$ cat src/rtl/tattr_blit_dma.sv
// Tile-attribute RAM port owner: muxes CPU accesses with a fill/copy blit engine.
// CPU accesses always take the port; the engine only uses free (and optionally vblank) cycles.
module tattr_blit_dma #(
  parameter int unsigned ADDR_WIDTH = 10
) (
  input  logic                  clk,
  input  logic                  rst_n,
  input  logic [ADDR_WIDTH-1:0] cpu_addr,
  input  logic [7:0]            cpu_wdata,
  input  logic                  cpu_wenable,
  input  logic                  cpu_renable,
  output logic [7:0]            cpu_rdata,
  input  logic [1:0]            cfg_sel,
  input  logic [15:0]           cfg_wdata,
  input  logic                  cfg_wenable,
  input  logic                  vblank,
  output logic                  busy,
  output logic                  done,
  output logic [ADDR_WIDTH:0]   remaining,
  output logic [ADDR_WIDTH-1:0] ram_addr,
  output logic [7:0]            ram_wdata,
  output logic                  ram_wenable,
  input  logic [7:0]            ram_rdata
);

  localparam int unsigned AW = ADDR_WIDTH;
  localparam int unsigned CW = ADDR_WIDTH + 1;

  typedef enum logic [1:0] {IDLE, RD, CAP, WR} state_t;

  state_t          state_q, state_d;
  logic [AW-1:0]   src_q, dst_q, src_p, dst_p;
  logic [CW-1:0]   len_q;
  logic            mode_q, vb_only_q;
  logic [7:0]      fill_q, hold_q;

  logic            cpu_act, go, cfg_ctrl;
  logic            start_cmd, abort_cmd, clr_cmd;
  logic            eng_rd, eng_wr, last;
  logic [AW-1:0]   eng_addr;
  logic [7:0]      eng_wdata;
  logic            unused_ok;

  assign unused_ok = ^cfg_wdata;

  // Arbitration and command decode
  assign cpu_act   = cpu_wenable | cpu_renable;
  assign go        = ~cpu_act & (~vb_only_q | vblank);
  assign cfg_ctrl  = cfg_wenable & (cfg_sel == 2'd3);
  assign abort_cmd = cfg_ctrl & cfg_wdata[3] & (state_q != IDLE);
  assign start_cmd = cfg_ctrl & cfg_wdata[0] & ~cfg_wdata[3] & (state_q == IDLE);
  assign clr_cmd   = cfg_ctrl & cfg_wdata[4];
  assign eng_rd    = (state_q == RD) & go;
  assign eng_wr    = (state_q == WR) & go & ~abort_cmd;
  assign last      = eng_wr & (remaining == CW'(1));

  always_ff @(posedge clk or negedge rst_n) begin
    if (!rst_n) state_q <= IDLE;
    else        state_q <= state_d;
  end

  always_comb begin
    state_d   = state_q;
    eng_addr  = dst_p;
    eng_wdata = mode_q ? hold_q : fill_q;
    case (state_q)
      IDLE: if (start_cmd && (len_q != '0)) state_d = cfg_wdata[1] ? RD : WR;
      RD: begin
        eng_addr = src_p;
        if (eng_rd) state_d = CAP;
      end
      CAP:  state_d = WR;
      WR:   if (eng_wr) state_d = last ? IDLE : (mode_q ? RD : WR);
      default: state_d = IDLE;
    endcase
    if (abort_cmd) state_d = IDLE;
  end

  // Shared RAM port; write enable drops the instant reset asserts
  assign ram_addr    = cpu_act ? cpu_addr  : eng_addr;
  assign ram_wdata   = cpu_act ? cpu_wdata : eng_wdata;
  assign ram_wenable = rst_n & (cpu_wenable | eng_wr);
  assign cpu_rdata   = ram_rdata;
  assign busy        = (state_q != IDLE);

  always_ff @(posedge clk or negedge rst_n) begin
    if (!rst_n) begin
      src_q     <= '0;
      dst_q     <= '0;
      len_q     <= '0;
      mode_q    <= 1'b0;
      vb_only_q <= 1'b0;
      fill_q    <= '0;
      hold_q    <= '0;
      src_p     <= '0;
      dst_p     <= '0;
      remaining <= '0;
      done      <= 1'b0;
    end else begin
      if (cfg_wenable && !busy) begin
        case (cfg_sel)
          2'd0: src_q <= cfg_wdata[AW-1:0];
          2'd1: dst_q <= cfg_wdata[AW-1:0];
          2'd2: len_q <= cfg_wdata[CW-1:0];
          default: begin
            mode_q    <= cfg_wdata[1];
            vb_only_q <= cfg_wdata[2];
            fill_q    <= cfg_wdata[15:8];
          end
        endcase
      end
      if (state_q == CAP) hold_q <= ram_rdata;
      if (eng_wr) begin
        dst_p     <= dst_p + AW'(1);
        remaining <= remaining - CW'(1);
        if (mode_q) src_p <= src_p + AW'(1);
      end
      if (start_cmd) begin
        src_p     <= src_q;
        dst_p     <= dst_q;
        remaining <= len_q;
      end
      // Completion outranks a simultaneous clr_done
      if (last)           done <= 1'b1;
      else if (start_cmd) done <= (len_q == '0);
      else if (clr_cmd)   done <= 1'b0;
    end
  end

endmodule

$ cat config.mk
export PLATFORM = sky130hd
export DESIGN_NAME = tattr_blit_dma
export DESIGN_NICKNAME = d
export VERILOG_FILES = /design/src/rtl/tattr_blit_dma.sv
export SDC_FILE = /design/constraint.sdc
export NUM_CORES = 1
export LEC_CHECK = 0
export CORE_ASPECT_RATIO = 2
export CORE_MARGIN = 2
export CORE_UTILIZATION = 31
export DETAILED_ROUTE_END_ITERATION = 6
export HOLD_SLACK_MARGIN = 0.15
export PLACE_DENSITY = 0.54
export SLEW_MARGIN = 20
export SYNTH_ARGS = -nofsm -noshare
export SYNTH_HDL_FRONTEND = slang
export SYNTH_SLANG_ARGS = --single-unit
$ cat constraint.sdc
create_clock -name clk -period 6.9 [get_ports clk]
set_input_delay 2.07 -clock clk [delete_from_list [all_inputs] [get_ports clk]]
set_output_delay 2.07 -clock clk [all_outputs]
set_load 0.05 [all_outputs]
Fig. 1: run 1, cell sizes after repair
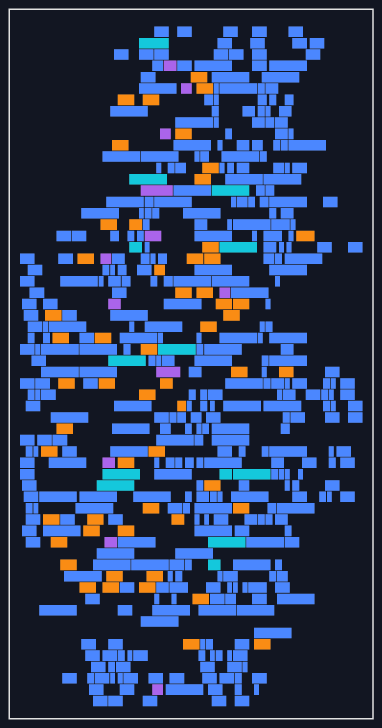
- orange: drive 2 (cells 55; share 12%)
- cyan: drive 6 and up (cells 13; share 2.7%)
- purple: drive 3 to 4 (cells 12; share 2.5%)
- blue: drive 1 or less (cells 396; share 83%)
bufs w/o clock: 92
Final Cell Area: 0.00550 mm²
Setup WS post-layout: 0.830 ns
area growth from synthesis to layout: 29.2%

Fig. 2: run 1, clock network drawn from the DEF
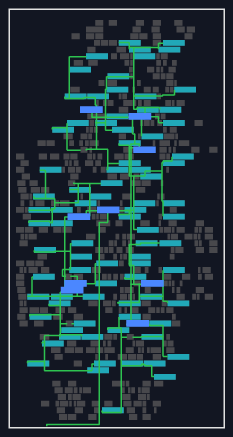
- blue: cells driving clock nets (count 9)
- green: clock wires (length 1,140 µm)
- cyan: flip-flops (count 83)
- routed clock nets: 10
Clk pwr share: 20.8%
Clk power: 462 µW

Fig. 3: run 1, logic cells by family
Bar = 20 µm.
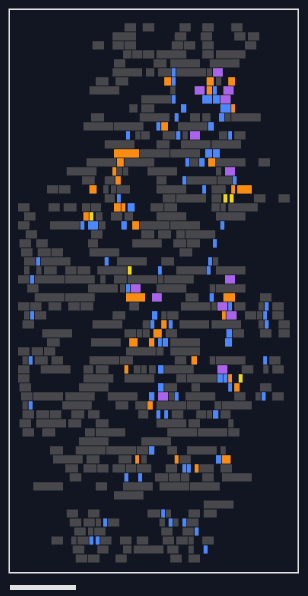
- purple: XOR/XNOR gates (cells 13)
- orange: NOR gates (cells 34)
- yellow: inverters (cells 5)
- blue: NAND gates (cells 77)

==> flow_summary.ini, run 1 <==
; flow metrics
[cells_and_area]
regArea_mm2 = 0.00208
sh_seq_area_pct = 37.7
finalNonFillerCells = 631
layout_top_cell = clkdlybuf4s50_1
nFillCells = 1276
mostFrequentLayoutCells = 87 x clkdlybuf4s50_1, 83 x dfrtp_1, 54 x nand2_1
comb-cell-share_pct = 36.5
reg_top3 = len_q x11, remaining x11
buffer_area_share_pct = 16.7
clock_tree_area_fraction_pct = 5.18
n_all_inverters = 5

[power_and_ir_drop]
sequentialPower_uw = 931
vdd_drop_max_v = 0.000184
fin_total_pwr_uw = 2220
power.density_mw_per_mm2 = 403
p_int_uw = 1350
p_comb_share_pct = 37.2
seqPwrFrac_pct = 41.9
p_leak_uw = 0.00228
p_switching_uw = 874
power-top-group = sequential cells

[synthesis]
common_cells = 83 x dfrtp_1, 54 x nand2_1, 48 x mux2_2
ys_warn_count = 0
xor_share_pct = 2.67
avgSynthCellArea_um2 = 10.7
adder_share_pct = 1.17
topCellsByArea = dfrtp_1 49%, mux2_2 13%, nand2_1 4.8%
synth_area_mm2 = 0.00426
synth_top_area_share_pct = 48.8
yosys.area_share.aoi_pct = 11.0
ys_sh_simple_pct = 15.1
fp_nets = 451
yosysChipArea_mm2 = 0.00426
flop_cell = dfrtp_1
synthDistinctLibCells = 55

[clocking]
clkLatencyLatePin_ns = 0.34
cts_hold_buf = 0
clk_path_buf_depth = 2
clkSinkCount = 83
numCtsBuffers = 9
cts_tree = built

[route]
antenna_left = 0
drt-initial-drc-count = 205
routedWlPerCell_um = 18.3
dr_wl_met3_um = 323
highest_layer = met4
drt_pass1_iterations = 4
dr_wl_met2_um = 6330

[min_path]
min_to = src_p[4]
hold_start = src_q[4]
holdPathStages = 2
worstHoldPathType = flop to flop

[worst_setup_path]
worstPathMaxFanout = 39
r2r-start = state_q[0]
end_kind = primary output
cp_slowest_cell = clkdlybuf4s50_1
crit_chain = clkdlybuf4s50_1, or2_4, o21ai_0, clkdlybuf4s50_1
cp_num_cells = 4
cpMostUsedCell = clkdlybuf4s50_1
cp_num_buf_inv = 2
worstPathArrival_ns = 4.00

[timing]
fin_crit_sh_pct = 88.0
finalSetupViolCount = 0
slew_violations = 0
rsz0062_at_grt = no
finalHoldViolCount = 0
max_slew_margin_pct = 40.1
worst_pin_slew_ns = 0.897
fin_crit_ns = 6.07

[place]
globalplace.congestion = 0.829
numPortBuffers = 89

[outcome]
outcome = finished, final reports clean

[die]
die_x_um = 86.9
num_rows = 60
die_h_um = 170

[grt]
grt_pass1_wl_um = 18100
first_global_vias = 3383
grt_start_max_net_pins = 54
met3_usage_pct = 2.53
gr-total-overflow = 0
gr-usage-met2_pct = 28.8
grt_usage_pct = 16.2
met1_usage_pct = 18.1

[run]
maxCapViolations = 0
tool_warnings = 27
--- run 2 (diff from run 1) ---
--- a/config.mk
+++ b/config.mk
@@ -8,6 +8,7 @@
 export CORE_ASPECT_RATIO = 2
 export CORE_MARGIN = 2
 export CORE_UTILIZATION = 31
+export CTS_CLUSTER_SIZE = 10
 export DETAILED_ROUTE_END_ITERATION = 6
 export HOLD_SLACK_MARGIN = 0.15
 export PLACE_DENSITY = 0.54
Fig. 4: run 2, cell sizes after repair
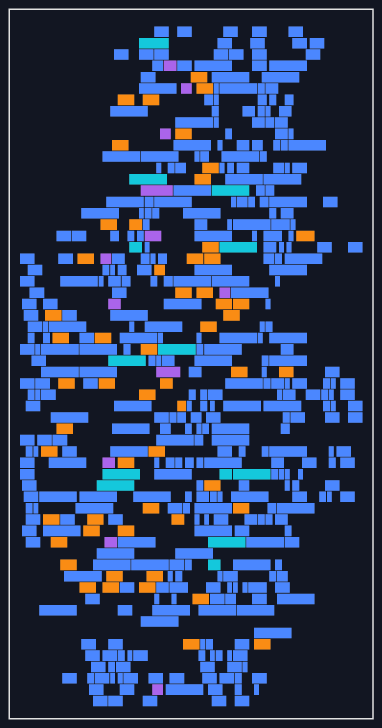
- orange: drive 2 (cells 55; share 12%)
- blue: drive 1 or less (cells 396; share 83%)
- cyan: drive 6 and up (cells 13; share 2.7%)
- purple: drive 3 to 4 (cells 12; share 2.5%)

Fig. 5: run 2, routing congestion
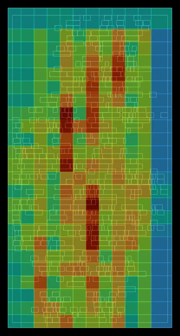
met2 Track Usage GR: 28.8%
final core utilization: 40.9%

==> run 2 against run 1 <==
Against the previous run:
- worst hold slack is the same
- design area is the same
- critical path type unchanged
- non-clock buffer count is the same
- largest cell class unchanged
- sequential share of layout area is the same
- synthesized cell count is the same
- global-route usage is the same
- critical endpoint unchanged
- largest power group unchanged
- clock skew is the same
- sequential power is essentially flat
- wire length is the same
- area after synthesis is the same
==> flow_summary.ini, run 2 <==
; flow metrics
[timing]
finalSetupViolCount = 0
fin_crit_sh_pct = 88.0
max_slew_margin_pct = 40.1
layout_setup_ws_ns = 0.830
worst_pin_slew_ns = 0.897
fin_crit_ns = 6.07
finalHoldViolCount = 0

[synthesis]
adder_share_pct = 1.17
synthDistinctLibCells = 55
common_cells = 83 x dfrtp_1, 54 x nand2_1, 48 x mux2_2
ys_sh_simple_pct = 15.1
yosysChipArea_mm2 = 0.00426
xor_share_pct = 2.67
ys_warn_count = 0
synth_top_area_share_pct = 48.8
topCellsByArea = dfrtp_1 49%, mux2_2 13%, nand2_1 4.8%
fp_nets = 451

[die]
die_h_um = 170
die_x_um = 86.9

[power_and_ir_drop]
p_int_uw = 1350
clkPwrFrac_pct = 20.8
p_comb_share_pct = 37.2
fin_total_pwr_uw = 2220
power-top-group = sequential cells
seqPwrFrac_pct = 41.9

[grt]
grt_start_max_net_pins = 54
grt_usage_pct = 16.2
met3_usage_pct = 2.53
gr-total-overflow = 0

[cells_and_area]
reg_top3 = len_q x11, remaining x11
regArea_mm2 = 0.00208
clock_tree_area_fraction_pct = 5.18
finalNonFillerCells = 631
mostFrequentLayoutCells = 87 x clkdlybuf4s50_1, 83 x dfrtp_1, 54 x nand2_1
comb-cell-share_pct = 36.5
sh_seq_area_pct = 37.7
design_area_mm2 = 0.00550
buffer_area_share_pct = 16.7
nFillCells = 1276
area_growth_pct = 29.2
buffers = 92

[run]
tool_warnings = 27

[min_path]
holdPathStages = 2
worstHoldPathType = flop to flop

[clocking]
numCtsBuffers = 9
cts_hold_buf = 0

[route]
dr_wl_met2_um = 6330
drt-initial-drc-count = 205
routedWlPerCell_um = 18.3
highest_layer = met4
antenna_left = 0

[place]
numPortBuffers = 89

[worst_setup_path]
cp_num_cells = 4
r2r-start = state_q[0]
worstPathMaxFanout = 39
crit_chain = clkdlybuf4s50_1, or2_4, o21ai_0, clkdlybuf4s50_1

[outcome]
outcome = finished, final reports clean
Power and IR drop assume default switching activity.
